Figure 1. Drive-strength map (run 1).
Bar = 20 um.
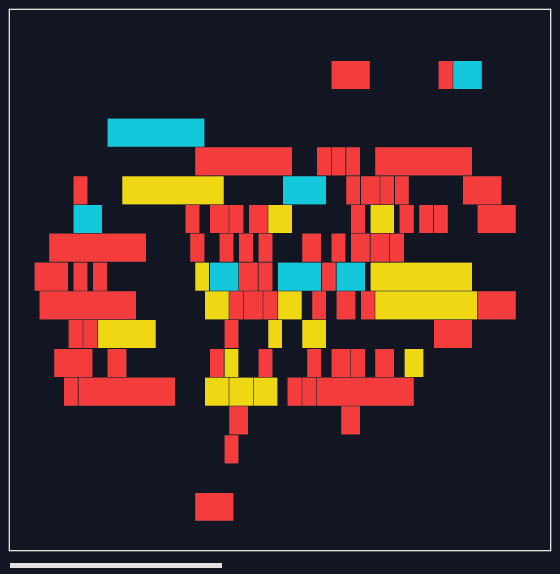
Figure 2. Selected gate families (run 1).
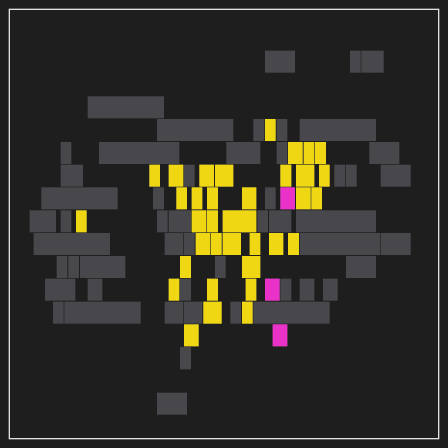
Figure 3. Clock nets (run 1).
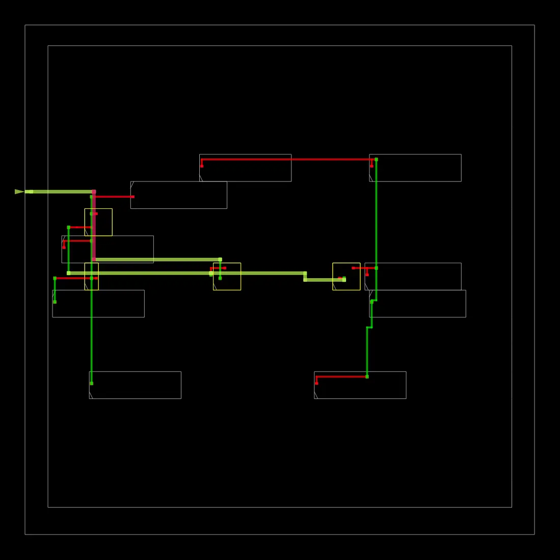
--- src/rtl/usb_tx_pkg.sv ---
// usb_tx_pkg: shared types and constants for the USB full-speed TX line encoder.
//   tx_state_e   encoder FSM states
//   LINE_*       {dp,dm} line levels
//   STUFF_LIMIT  consecutive 1s that force a stuffed 0
//   EOP_SE0_BITS bit periods of SE0 in the end-of-packet sequence
//   line_toggle  NRZI transition helper (J<->K)
package usb_tx_pkg;

  typedef enum logic [2:0] {
    ST_IDLE,
    ST_DATA,
    ST_STUFF,
    ST_EOP_SE0,
    ST_EOP_J
  } tx_state_e;

  localparam logic [1:0] LINE_J   = 2'b10;
  localparam logic [1:0] LINE_K   = 2'b01;
  localparam logic [1:0] LINE_SE0 = 2'b00;

  localparam int STUFF_LIMIT  = 6;
  localparam int EOP_SE0_BITS = 2;

  // NRZI "0": flip the differential state. SE0 never reaches here during data.
  function automatic logic [1:0] line_toggle(input logic [1:0] line);
    return (line == LINE_J) ? LINE_K : LINE_J;
  endfunction

endpackage

--- src/rtl/usb_bit_timer.sv ---
// usb_bit_timer: bit-period counter for the USB TX encoder.
//   clk, n_rst  clock, async active-low reset
//   clear       synchronous clear to 0 (dominates enable)
//   enable      count 0..CLKS_PER_BIT-1 and wrap
//   bit_tick    high in the last clk cycle of each bit period
module usb_bit_timer #(
  parameter int CLKS_PER_BIT = 8
) (
  input  logic clk,
  input  logic n_rst,
  input  logic clear,
  input  logic enable,
  output logic bit_tick
);

  localparam int CW = (CLKS_PER_BIT > 2) ? $clog2(CLKS_PER_BIT) : 1;
  localparam logic [CW-1:0] LAST = CW'(CLKS_PER_BIT - 1);

  logic [CW-1:0] cnt;

  assign bit_tick = enable && (cnt == LAST);

  always_ff @(posedge clk or negedge n_rst) begin
    if (!n_rst)        cnt <= '0;
    else if (clear)    cnt <= '0;
    else if (bit_tick) cnt <= '0;
    else if (enable)   cnt <= cnt + CW'(1);
  end

endmodule

--- src/rtl/usb_tx_encoder.sv ---
// usb_tx_encoder: USB full-speed serial line encoder (bit stuffing, NRZI, EOP).
//   clk, n_rst  clock, async active-low reset
//   tx_start    one-cycle pulse, starts a packet from IDLE
//   serial_in   current serial bit from the upstream shifter
//   eop         level request to end the packet, sampled at a DATA bit tick
//   shift       one-cycle strobe, upstream shifter advances
//   stuffing    high for the whole bit period of a stuffed bit
//   busy        high outside IDLE
//   eop_done    one-cycle pulse on the tick that returns to IDLE
//   dp, dm      registered differential pair
// Build option: define USB_TX_STUFF_EN to enable bit stuffing. Without it the
// ones counter and STUFF state are dropped and runs of 1s go out raw.
module usb_tx_encoder
  import usb_tx_pkg::*;
#(
  parameter int CLKS_PER_BIT = 8
) (
  input  logic clk,
  input  logic n_rst,
  input  logic tx_start,
  input  logic serial_in,
  input  logic eop,
  output logic shift,
  output logic stuffing,
  output logic busy,
  output logic eop_done,
  output logic dp,
  output logic dm
);

  tx_state_e   state, state_n;
  logic [1:0]  line, line_n;
  logic        se0_cnt, se0_cnt_n;
  logic        bit_tick;

  assign busy = (state != ST_IDLE);
  assign dp   = line[1];
  assign dm   = line[0];

  usb_bit_timer #(.CLKS_PER_BIT(CLKS_PER_BIT)) u_timer (
    .clk      (clk),
    .n_rst    (n_rst),
    .clear    (state == ST_IDLE),
    .enable   (busy),
    .bit_tick (bit_tick)
  );

`ifdef USB_TX_STUFF_EN
  logic [2:0] ones, ones_n;
  logic [2:0] ones_inc;

  assign ones_inc = ones + 3'd1;
  assign stuffing = (state == ST_STUFF);

  always_ff @(posedge clk or negedge n_rst) begin
    if (!n_rst) ones <= '0;
    else        ones <= ones_n;
  end
`else
  assign stuffing = 1'b0;
`endif

  always_ff @(posedge clk or negedge n_rst) begin
    if (!n_rst) begin
      state   <= ST_IDLE;
      line    <= LINE_J;
      se0_cnt <= 1'b0;
    end else begin
      state   <= state_n;
      line    <= line_n;
      se0_cnt <= se0_cnt_n;
    end
  end

  always_comb begin
    state_n   = state;
    line_n    = line;
    se0_cnt_n = se0_cnt;
    shift     = 1'b0;
    eop_done  = 1'b0;
`ifdef USB_TX_STUFF_EN
    ones_n    = ones;
`endif
    case (state)
      ST_IDLE: begin
        // The first DATA period is still J: it stretches idle by one bit.
        if (tx_start) begin
          state_n = ST_DATA;
          line_n  = LINE_J;
`ifdef USB_TX_STUFF_EN
          ones_n  = '0;
`endif
        end
      end
      ST_DATA: begin
        if (bit_tick) begin
          if (eop) begin
            line_n    = LINE_SE0;
            se0_cnt_n = 1'b0;
            state_n   = ST_EOP_SE0;
          end else begin
            shift = 1'b1;
            if (!serial_in) begin
              line_n = line_toggle(line);
`ifdef USB_TX_STUFF_EN
              ones_n = '0;
`endif
            end
`ifdef USB_TX_STUFF_EN
            else begin
              ones_n = ones_inc;
              if (ones_inc == 3'(STUFF_LIMIT)) state_n = ST_STUFF;
            end
`endif
          end
        end
      end
`ifdef USB_TX_STUFF_EN
      ST_STUFF: begin
        // The stuffed 0 is emitted at this tick; eop waits for the next DATA tick.
        if (bit_tick) begin
          line_n  = line_toggle(line);
          ones_n  = '0;
          state_n = ST_DATA;
        end
      end
`endif
      ST_EOP_SE0: begin
        if (bit_tick) begin
          if (se0_cnt == 1'(EOP_SE0_BITS - 1)) begin
            line_n  = LINE_J;
            state_n = ST_EOP_J;
          end else begin
            se0_cnt_n = se0_cnt + 1'b1;
          end
        end
      end
      ST_EOP_J: begin
        if (bit_tick) begin
          eop_done = 1'b1;
          state_n  = ST_IDLE;
        end
      end
      default: begin
        state_n = ST_IDLE;
        line_n  = LINE_J;
      end
    endcase
  end

endmodule

--- config.mk ---
export PLATFORM = sky130hd
export DESIGN_NAME = usb_tx_encoder
export DESIGN_NICKNAME = d
export VERILOG_FILES = /design/src/rtl/usb_tx_pkg.sv /design/src/rtl/usb_bit_timer.sv /design/src/rtl/usb_tx_encoder.sv
export SDC_FILE = /design/constraint.sdc
export NUM_CORES = 1
export LEC_CHECK = 0
export ABC_AREA = 1
export CAP_MARGIN = 20
export CORE_MARGIN = 2
export CORE_UTILIZATION = 25
export CTS_CLUSTER_DIAMETER = 150
export DETAILED_ROUTE_END_ITERATION = 8
export GPL_TIMING_DRIVEN = 0
export SLEW_MARGIN = 20
export SYNTH_ARGS = -nofsm -noshare
export SYNTH_HDL_FRONTEND = slang
export SYNTH_SLANG_ARGS = --single-unit
--- constraint.sdc ---
create_clock -name clk -period 1.85 [get_ports clk]
set_input_delay 0.37 -clock clk [delete_from_list [all_inputs] [get_ports clk]]
set_output_delay 0.37 -clock clk [all_outputs]
set_load 0.005 [all_outputs]
==> Flow_metrics.wiki, run 1 <==
== Flow metrics ==
{| class="wikitable"
! Metric !! Value
|-
| Result of the run || completed
|-
| Startpoint of the worst setup timing path || state[2]$_DFFE_PN0P_
|-
| Layout net count || 98
|-
| Critical path destination || busy
|-
| Floorplan Utilization || 0.257
|-
| Min Hold Slack || 0.394 ns
|-
| Critical setup path kind || reg2out
|-
| Sequential element share of the synthesized area || 0.410
|-
| Final global-route overflow total || 0
|-
| Fillers || 230
|-
| Portion of total power attributed to sequential cells || 0.331
|-
| Synth Instances || 77
|-
| Top logic cells by instance count in the layout || nand2_1 (20), inv_1 (9), nand3_1 (9)
|-
| Number of setup buffers added after CTS || 0
|-
| Top cells by count, synth || nand2_1 (20), inv_1 (10), nand3_1 (9), nor2_1 (9), dfrtp_1 (8)
|-
| Floorplan row count || 17
|-
| Area occupied by multi-input gates || 292 um2
|-
| Detail Route Antenna Nets || 0
|-
| Vias/cell || 4.19
|-
| Routing usage on met3 || 0.0585
|-
| Height of the die || 51.0 um
|-
| Placed inst area || 678 um2
|-
| Critical path, cell by cell || nor2_2 > nand2_1 > clkdlybuf4s50_1
|-
| Average cell area after synthesis || 7.18 um2
|-
| Data arrival, critical path || 1.41 ns
|-
| CTS H-tree depth || 1
|-
| Grt peak-use layer || met2
|-
| Critical-path maximum fanout || 6
|-
| Combinational Power Share || 0.539
|-
| Power density over cell area || 1690 mW/mm2
|-
| Area share of the largest cell type after synthesis || 0.362
|-
| Largest cells by area after synthesis || dfrtp_1 (36%), nand2_1 (14%), nand3_1 (8.1%)
|-
| Net switching power || 0.531 mW
|-
| Clock root buffer master || clkbuf_4
|-
| Maximum achievable frequency || 563 MHz
|-
| Non-Filler Cell Area, Final || 718 um2
|}
-- Figure 1 (at the start) --
size	color	cells	share
drive 3 to 4	cyan	7	7.8%
drive 2	yellow	16	18%
drive 1 or less	red	67	74%

-- Figure 2 (at the start) --
family	color	cells	most used
NAND gates	yellow	35	nand2_1
inverting AOI/OAI gates	magenta	3	o21ai_1
non-filler cells, final: 118
Comb/total area: 0.406
most frequent logic cell in the layout: nand2_1

-- Figure 3 (at the start) --
largest clock skew in the final design: 0.00590 ns
total number of clock tree sinks: 9
clock distribution power: 0.157 mW

run 1: flip-flops by register name, summed over array words and instances (netlist names):
signal and cells:
line 2, se0_cnt 1, state 3, u_timer.cnt 3
run 1: cell type report:
class                   instances  area share
plain buffers                   1      0.0105
flip-flops and latches          9       0.319
multi-input cells              55       0.406
clock buffers                   4      0.0366
inverters                      12      0.0627
well taps                      28      0.0488
repair buffers                  9       0.117
run 1: power groups by stage:
| stage | combinational, mW | sequential (mW) | clock (mW) |
|---|---|---|---|
| final | 0.653 | 0.401 | 0.157 |
| after global routing | 0.752 | 0.420 | 0.174 |
| after CTS | 0.659 | 0.397 | 0.160 |
| after detailed placement | 0.636 | 0.394 | 0 |
| after global placement | 0.635 | 0.389 | 0 |
| after floorplan | 0.480 | 0.377 | 0 |
run 1: worst reg2reg max path, cell delays in order (launching register included):
cell and delay [ns]:
dfrtp_1 0.35, ha_2 0.20, ha_4 0.16, inv_2 0.05, nand3_1 0.09, nand2_2 0.06, nor2_4 0.13, nand2_2 0.06
nand2_1 0.05, nand2_1 0.04
run 1: cell families after synthesis:
family,count (synthesis),share of synthesized area
AND-OR/OR-AND,3,0.0271
adder cells (fa/ha/maj),2,0.0452
buffers and inverters,13,0.0950
flip-flops,9,0.410
other,1,0.00678
AND/OR/NAND/NOR,49,0.416
run 1: routing by layer:
metal | share of wire | vias up
met1 | 0.43 | 222
met5 | 0 | -
met4 | 0.0057 | 0
met2 | 0.48 | 11
li1 | - | 259
met3 | 0.084 | 2
run 1: what timing repair did:
action	in CTS	in global routing
gates resized	6	5
pin swaps	2	0
setup endpoints to repair	3	3
hold buffers	0	0
--- run 2 (diff from run 1) ---
--- a/config.mk
+++ b/config.mk
@@ -7,11 +7,12 @@
 export LEC_CHECK = 0
 export ABC_AREA = 1
 export CAP_MARGIN = 20
-export CORE_MARGIN = 2
-export CORE_UTILIZATION = 25
+export CORE_AREA = 2 2 39 41
 export CTS_CLUSTER_DIAMETER = 150
 export DETAILED_ROUTE_END_ITERATION = 8
+export DIE_AREA = 0 0 41 43
 export GPL_TIMING_DRIVEN = 0
+export PLACE_DENSITY = 0.67
 export SLEW_MARGIN = 20
 export SYNTH_ARGS = -nofsm -noshare
 export SYNTH_HDL_FRONTEND = slang
Figure 4. Selected gate families (run 2).
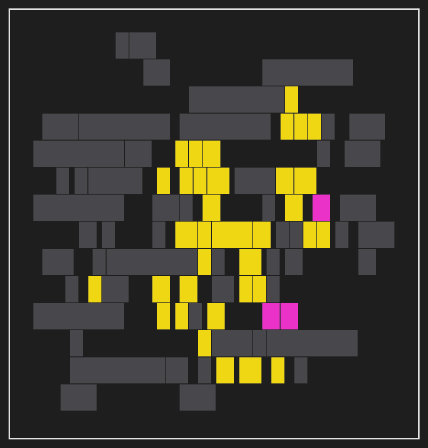
family	color	cells	most used
NAND gates	yellow	35	nand2_1
inverting AOI/OAI gates	magenta	3	o21ai_1

==> run 2 against run 1 <==
  * Final cell count shrank 9.3%
  * Critical path depth stayed put
  * Utilization grew 18 points
  * Flip-flop count unchanged
  * Power is 2.5% higher
  * Worst hold slack better by 0.0065 ns
  * Sequential power rose by 1%
  * Wire length is 2.9% lower
  * Register-to-register slack worse by 0.02 ns
  * Global-route usage is 5.9 points higher
  * Via count fell by 1.2%
==> Flow_metrics.wiki, run 2 <==
== Flow metrics ==
{| class="wikitable"
! Metric !! Value
|-
| Fillers || 137 (was 230)
|-
| Synth Area in Adders || 0.0452 (unchanged)
|-
| Largest cells by area after synthesis || dfrtp_1 (36%), nand2_1 (14%), nand3_1 (8.1%) (unchanged)
|-
| Synth Instances || 77 (unchanged)
|-
| Number of setup buffers added after CTS || 1 (was 0)
|-
| Total number of clock tree sinks || 9 (unchanged)
|-
| Critical setup path kind || reg2out (unchanged)
|-
| Vias/cell || 4.56 (was 4.19)
|-
| Log Warnings || 26 (was 27)
|-
| Combinational Power Share || 0.550 (was 0.539)
|-
| Top cells by count, synth || nand2_1 (20), inv_1 (10), nand3_1 (9), nor2_1 (9), dfrtp_1 (8) (unchanged)
|-
| Layout net count || 99 (was 98)
|-
| Detail Route Antenna Nets || 0 (unchanged)
|-
| Largest delay share family, worst path || flip-flops (unchanged)
|-
| Floorplan row count || 14 (was 17)
|-
| Top logic cells by instance count in the layout || nand2_1 (20), inv_1 (9), nand3_1 (9) (unchanged)
|-
| Non-filler cells, final || 107 (was 118)
|-
| Hold Buf Count CTS || 0 (unchanged)
|-
| Largest registers || state (3), u_timer.cnt (3), line (2) (unchanged)
|-
| Height of the die || 43 um (was 51.0 um)
|-
| Data arrival, critical path || 1.42 ns (was 1.41 ns)
|-
| RSZ-0062 raised after global routing || no (was yes)
|-
| Buffer-and-inverter tally for the worst setup path || 1 (unchanged)
|-
| Post-Place Worst Slack || -0.0620 ns (was -0.0819 ns)
|-
| Result of the run || completed (unchanged)
|-
| Synthesis-to-layout area growth || 29.2% (was 29.9%)
|-
| Largest clock skew in the final design || 0.0109 ns (was 0.00590 ns)
|-
| Final global-route overflow total || 0 (unchanged)
|-
| Placed inst area || 663 um2 (was 678 um2)
|-
| Vias in the first global route || 468 (was 429)
|-
| Portion of total power attributed to sequential cells || 0.328 (was 0.331)
|-
| Maximum achievable frequency || 560 MHz (was 563 MHz)
|-
| Floorplan Utilization || 0.400 (was 0.257)
|-
| Clock latency of the later-clocked register in the worst-skew pair || 0.26 ns (was 0.27 ns)
|-
| AND-OR/OR-AND Cells, Area Fraction || 0.0271 (unchanged)
|-
| Static Leakage || 0.372 nW (was 0.365 nW)
|-
| Mux cell area share || 0 (unchanged)
|-
| Average cell area after synthesis || 7.18 um2 (unchanged)
|-
| Critical-path maximum fanout || 6 (unchanged)
|-
| Simple-gate share of the synthesized area || 0.416 (unchanged)
|-
| Period minus WS final || 1.79 ns (was 1.78 ns)
|-
| Share of the synthesized netlist area taken by xor and xnor gates || 0 (unchanged)
|-
| Die X-Extent || 41 um (was 51.0 um)
|-
| Required time of the worst setup path || 1.48 ns (about the same)
|-
| CORE AREA || 0.00138 mm2 (was 0.00215 mm2)
|-
| Min Hold Slack || 0.400 ns (was 0.394 ns)
|-
| CTS H-tree depth || 1 (unchanged)
|-
| First-pass GRT wire length || 1860 um (was 1830 um)
|-
| Clk network pwr share || 0.122 (was 0.130)
|-
| Yosys Instances || 77 (unchanged)
|-
| Most frequent logic cell in the layout || nand2_1 (unchanged)
|-
| Non-Filler Cell Area, Final || 714 um2 (was 718 um2)
|-
| Sw Ratio || 0.442 (was 0.439)
|-
| FFs w/ async S/R, synth || 1.00 (unchanged)
|-
| CP max stage cell || dfrtp_2 (unchanged)
|-
| Critical path, cell by cell || nor2_4 > nand2_1 > clkdlybuf4s50_1 (was nor2_2 > nand2_1 > clkdlybuf4s50_1)
|-
| Final-layout setup total negative slack || 0 ns (unchanged)
|-
| Post-route DRC violation count || 0 (unchanged)
|-
| Post-Syn Nets || 84 (unchanged)
|-
| Antenna fix cells || 0 (unchanged)
|-
| Last weighted congestion value of the routability-driven placer || 0.761 (was 0.759)
|-
| Crit path launch type || flip-flop (unchanged)
|-
| Sequential element share of the synthesized area || 0.410 (unchanged)
|-
| Area share of the largest cell type after synthesis || 0.362 (unchanged)
|-
| Power density over cell area || 1740 mW/mm2 (was 1690 mW/mm2)
|-
| CTS resizes || 7 (was 6)
|-
| Net switching power || 0.549 mW (was 0.531 mW)
|-
| Clk pin slew, worst setup/hold paths || 0.07 ns (was 0.06 ns)
|-
| Summed standard-cell area reported by yosys || 553 um2 (unchanged)
|-
| Largest combinational cell category by area || simple AND/OR/NAND/NOR gates (unchanged)
|-
| Clock root buffer master || clkbuf_4 (unchanged)
|}
## run 2: path summary, 6_finish.rpt
kind	end	startpoint	slack, ns	cells after the start
max	busy	state[2]$_DFFE_PN0P_	0.06	3
min	u_timer.cnt[0]$_DFFE_PN0P_	n_rst	0.40	1
max reg2reg	line[0]$_DFFE_PN0P_	u_timer.cnt[0]$_DFFE_PN0P_	0.54	9
min reg2reg	line[1]$_DFFE_PN1P_	line[1]$_DFFE_PN1P_	0.47	2
max in group asynchronous	line[1]$_DFFE_PN1P_	n_rst	1.12	1
min in group clk	line[1]$_DFFE_PN1P_	line[1]$_DFFE_PN1P_	0.47	2
## run 2: per-layer routing
metal | global-route usage | wire (um) | vias up
met4 | 0.0800 | 19 | 0
met2 | 0.222 | 442 | 12
met3 | 0.0471 | 51 | 4
li1 | - | - | 260
met1 | 0.211 | 511 | 212
met5 | 0 | 0 | -
## run 2: logic make-up (layout without fill, tap and decap cells)
| group | Yosys count | in the layout |
|---|---|---|
| AND-OR/OR-AND | 3 | 3 |
| adder cells (fa/ha/maj) | 2 | 2 |
| buffers and inverters | 13 | 27 |
| flip-flops | 9 | 9 |
| other | 1 | 1 |
| AND/OR/NAND/NOR | 49 | 49 |
## run 2: power by group through the flow
stage	Clock, mW	Combinational, mW	Sequential (mW)
after floorplan	0	0.480	0.377
after global placement	0	0.643	0.390
after detailed placement	0	0.648	0.391
after CTS	0.161	0.682	0.394
after global routing	0.169	0.799	0.419
final	0.151	0.683	0.407
## run 2: final cells by class
cell class	instances	area, um2	area share
clock buffer	4	26.3	0.0368
inverter	12	45.0	0.0630
tap	16	20.0	0.0280
timing repair buffer	10	91.3	0.128
buffer	1	7.51	0.0105
sequential	9	228	0.319
multi-input combinational	55	297	0.415
Power is estimated from default activity; no workload was simulated.
